==> config.mk <==
export PLATFORM = sky130hd
export DESIGN_NAME = conv_layer_ctrl
export DESIGN_NICKNAME = d
export VERILOG_FILES = /design/src/rtl/conv_layer_ctrl.sv
export SDC_FILE = /design/constraint.sdc
export NUM_CORES = 1
export LEC_CHECK = 0
export CORE_MARGIN = 1
export CORE_UTILIZATION = 43
export CTS_CLUSTER_DIAMETER = 120
export CTS_CLUSTER_SIZE = 16
export DETAILED_ROUTE_END_ITERATION = 10
export PLACE_DENSITY = 0.74
export SYNTH_ARGS = -nofsm -noshare
export SYNTH_HDL_FRONTEND = slang
export SYNTH_SLANG_ARGS = --single-unit
==> constraint.sdc <==
create_clock -name clk1 -period 3.4 [get_ports clk1]
set_clock_uncertainty 0.2 [all_clocks]
set_input_delay 0.68 -clock clk1 [delete_from_list [all_inputs] [get_ports clk1]]
set_output_delay 0.68 -clock clk1 [all_outputs]
set_load 0.05 [all_outputs]
==> images/layers.png <==
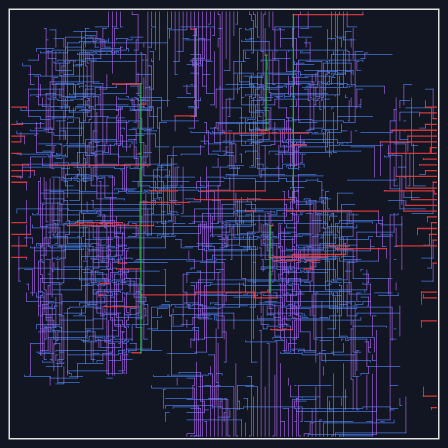
M3 -> red  # wire length 500 um
M1 -> blue  # wire length 4,740 um
M2 -> purple  # wire length 5,470 um
M4 -> green  # wire length 161 um
WL/cell: 13.40 um
routed via count: 4,148
gr usage total: 22.27%
Total Wirelength: 10.87 mm

==> images/pinout.png <==
Pins as bars across the die edge, other pins in gray.
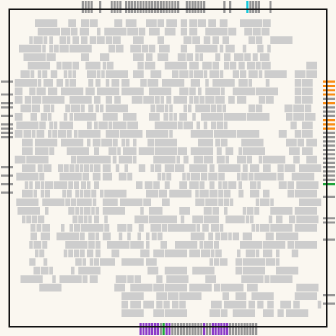
err_code -> green  # pins 2, direction output, edge 1 right, 1 bottom
data_output -> purple  # pins 16, direction input, edge bottom
wgt_en -> cyan  # pins 1, direction output, edge top
wgt -> orange  # pins 8, direction output, edge right
die width: 100.7 um
die height: 100.7 um

==> images/ff_map.png <==
Other sequential cells in the stronger gray, the rest of the logic in the fainter gray.
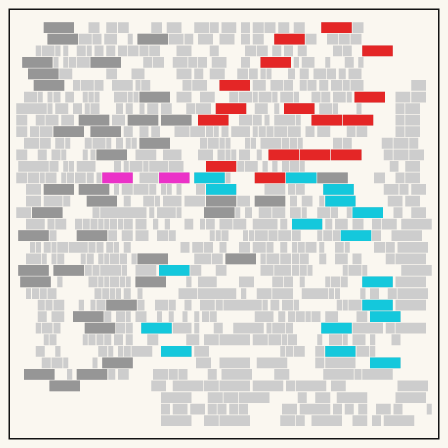
wgt_cnt_reg -> red  # flops 16
state_reg -> magenta  # flops 2
ofm_cnt_reg -> cyan  # flops 17
not colored = 38
Flop+latch power: 942 uW
sequential share of cell area: 23.78%
sequential cell area: 0.001461 mm^2
Final Util: 65.88%

==> images/clock_nets.png <==
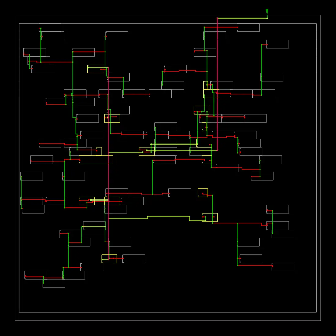
clk latency late pin: 350 ps
TritonCTS buffer count: 9

==> images/gates.png <==
The bar under the picture is 20 um long.
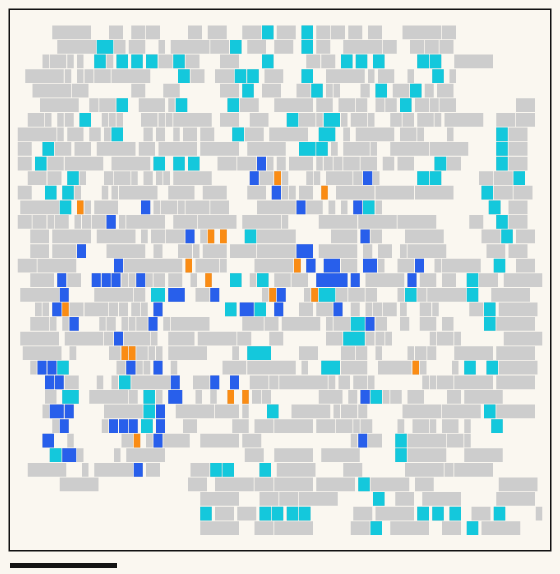
and/or cells -> cyan  # cells 106, most used and2_1, where widely spread
inv cells -> orange  # cells 17, most used inv_1
aoi and oai cells -> blue  # cells 62, most used a21oi_1
logic share of the area: 42.21%
Top cell excl fill/tap: nor2_1

==> flow_summary.yaml <==
# flow metrics
clocking:
  numClockSinks: 73
  cts_setup_buffers: 0
  cts_tree: "yes"
  path_clk_slew_ps: 70
  h-tree-depth: 3
  cts_buffer_depth: 2
  cts_root_buf: "clkbuf_8"
synth:
  syn-instance-count: 547
  yosys-stat-cells: 547
  syn_nets: 599
  ys_types: 48
  synth_area_mm2: 0.004190
  synth_top_flop_cell: "dfxtp_1"
  area_leaders: "dfxtp_1 (35%), and2_1 (9.4%), nor2_1 (7.4%)"
  synth-edff-count: 0
  synth_top_area_share_pct: 34.88
  async_flop_share_pct: 0
  numSynthFlops: 73
  ys_area_mm2: 0.004190
  top_area_cell: "dfxtp_1"
  ys_seq_share_pct: 34.88
  ys_warn_count: 0
  avgSynthCellArea_um2: 7.660
final_timing:
  slew_violations: 0
  setup_viol: 0
  relSlewSlack_pct: 54.51
  fmax_mhz: 318.5
  rsz0062_at_grt: "false"
  period_used_pct: 92.34
  layout_setup_ws_ps: 260.4
  layout_min_cycle_time_ps: 3140
  tightest_slew_ps: 682.4
  hold_viol: 0
routing:
  dr.pass1.iters: 4
  vias_per_cell: 5.115
  drt_iter0_drc: 193
  ant_nets: 0
  drc: 0
floorplan:
  fp_util_pct: 44.92
  ios: 128
  fp.coreArea_mm2: 0.009328
  die_area_mm2: 0.01014
  core.rowCount: 35
place:
  port_buffers: 126
  dpl.hpwl_mm: 8.402
  place_congestion: 0.8751
  dp_worst_setup_slack_ps: -293.2
job:
  drv_cap: 0
  tool_warnings: 33
worst_hold_path:
  hold_path.class: "reg -> reg"
  hold_depth: 2
worst_setup_path:
  cp_data_required_time_ps: 3440
  startpoint_type: "register"
  endpoint_kind: "register"
  critPathMaxFanout: 9
  worst-r2r-cell-count: 12
  r2r_slack_ps: 260
  path_class: "reg -> reg"
  cp.arrival_ps: 3180
power_and_ir_drop:
  peakVddDrop_mv: 0.4946
  power.density_mw_per_mm2: 480.1
  leakage_uw: 0.002433
final_layout:
  drive_gt1_share_pct: 16.13
  lay_top_cells: "nor2_1 (82), dfxtp_1 (73), and2_1 (63)"
  area_growth_pct: 46.64
  diodes: 0
  largest_reg_flops: 17
  final_nets: 729
  fillerInstances: 794
global_route:
  antenna_found_initial: 0
  grt_pass1_vias: 3873
  grt-ovfl-total: 0
  grt_pass1_wl_mm: 18.03
  grt_max_degree: 33
run_status:
  status: "complete, no violations"
## report_power, final
part | switching, uW | total [uW] | internal (uW) | leakage, uW
Sequential | 48.6 | 942 | 893 | 0.000589
Combinational | 841 | 1320 | 482 | 0.00174
Clock | 325 | 686 | 361 | 0.000101
Total | 1210 | 2950 | 1740 | 0.00243
## synth_stat cells (all sizes together) (7+ instances only)
cell / count
nand4: 15
nand3: 29
o21ai: 26
nand2: 44
xnor2: 10
nor4: 7
dfxtp: 73
xor2: 33
and2: 63
clkbuf: 19
and3: 25
buf: 7
inv: 17
nor2: 83
ha: 13
a21oi: 26
nor3: 11
## per-layer routing
metal | track usage (%) | wire (um) | vias to the layer above
li1 | - | - | 2110
met3 | 4.022 | 499 | 14
met1 | 28.30 | 4740 | 1917
met2 | 38.36 | 5468 | 107
met5 | 0 | 0 | -
met4 | 6.800 | 160 | 0
## timing repair
| item | 4_1_cts | 5_1_grt |
|---|---|---|
| setup endpoints to repair | 0 | 31 |
| hold buffers | 0 | 0 |
| resized | 0 | 3 |
## final cells by class
type / count / area (um^2) / share of cell area [%]
Clock buffer: 12 / 145.1 / 2.362
Clock inverter: 4 / 52.55 / 0.8552
Inverter: 17 / 63.81 / 1.038
Multi-Input combinational cell: 431 / 2594 / 42.21
Sequential cell: 73 / 1461 / 23.78
Tap cell: 129 / 161.4 / 2.627
Timing Repair Buffer: 145 / 1667 / 27.12
## worst max-delay path, cell delays in order, from the launching register on
cell and delay [ps]:
dfxtp_1 480, nand4_1 230, a21oi_1 350, nor2_4 70
ha_4 190, ha_4 150, buf_4 120, or3_1 290
nand2_1 100, nand3_1 90, nor4_2 310, a41oi_2 190
o31a_1 260
## metrics by stage
step	cells	total power (uW)	hold slack, ps	instance area, um^2	TNS [ps]
finish	811	2950	288.5	6145	0
global route	811	3109	311.5	6145	0
CTS	811	2973	286.4	6142	0
detailed placement	795	2283	272.1	5944	-933.8
global placement	795	2263	254.9	5944	-607.2
floorplan	547	1794	245.5	4268	0
## cells by family after synthesis
group | share of synthesized area, %
DFF | 34.88
xor gates and xnor gates | 8.988
adders and majority gates | 3.882
muxes | 0.2389
other | 0.08949
buffers and inverters | 4.300
and+or+nand+nor | 38.70
AOI/OAI and AO/OA | 8.928
Power is estimated from default activity; no workload was simulated.
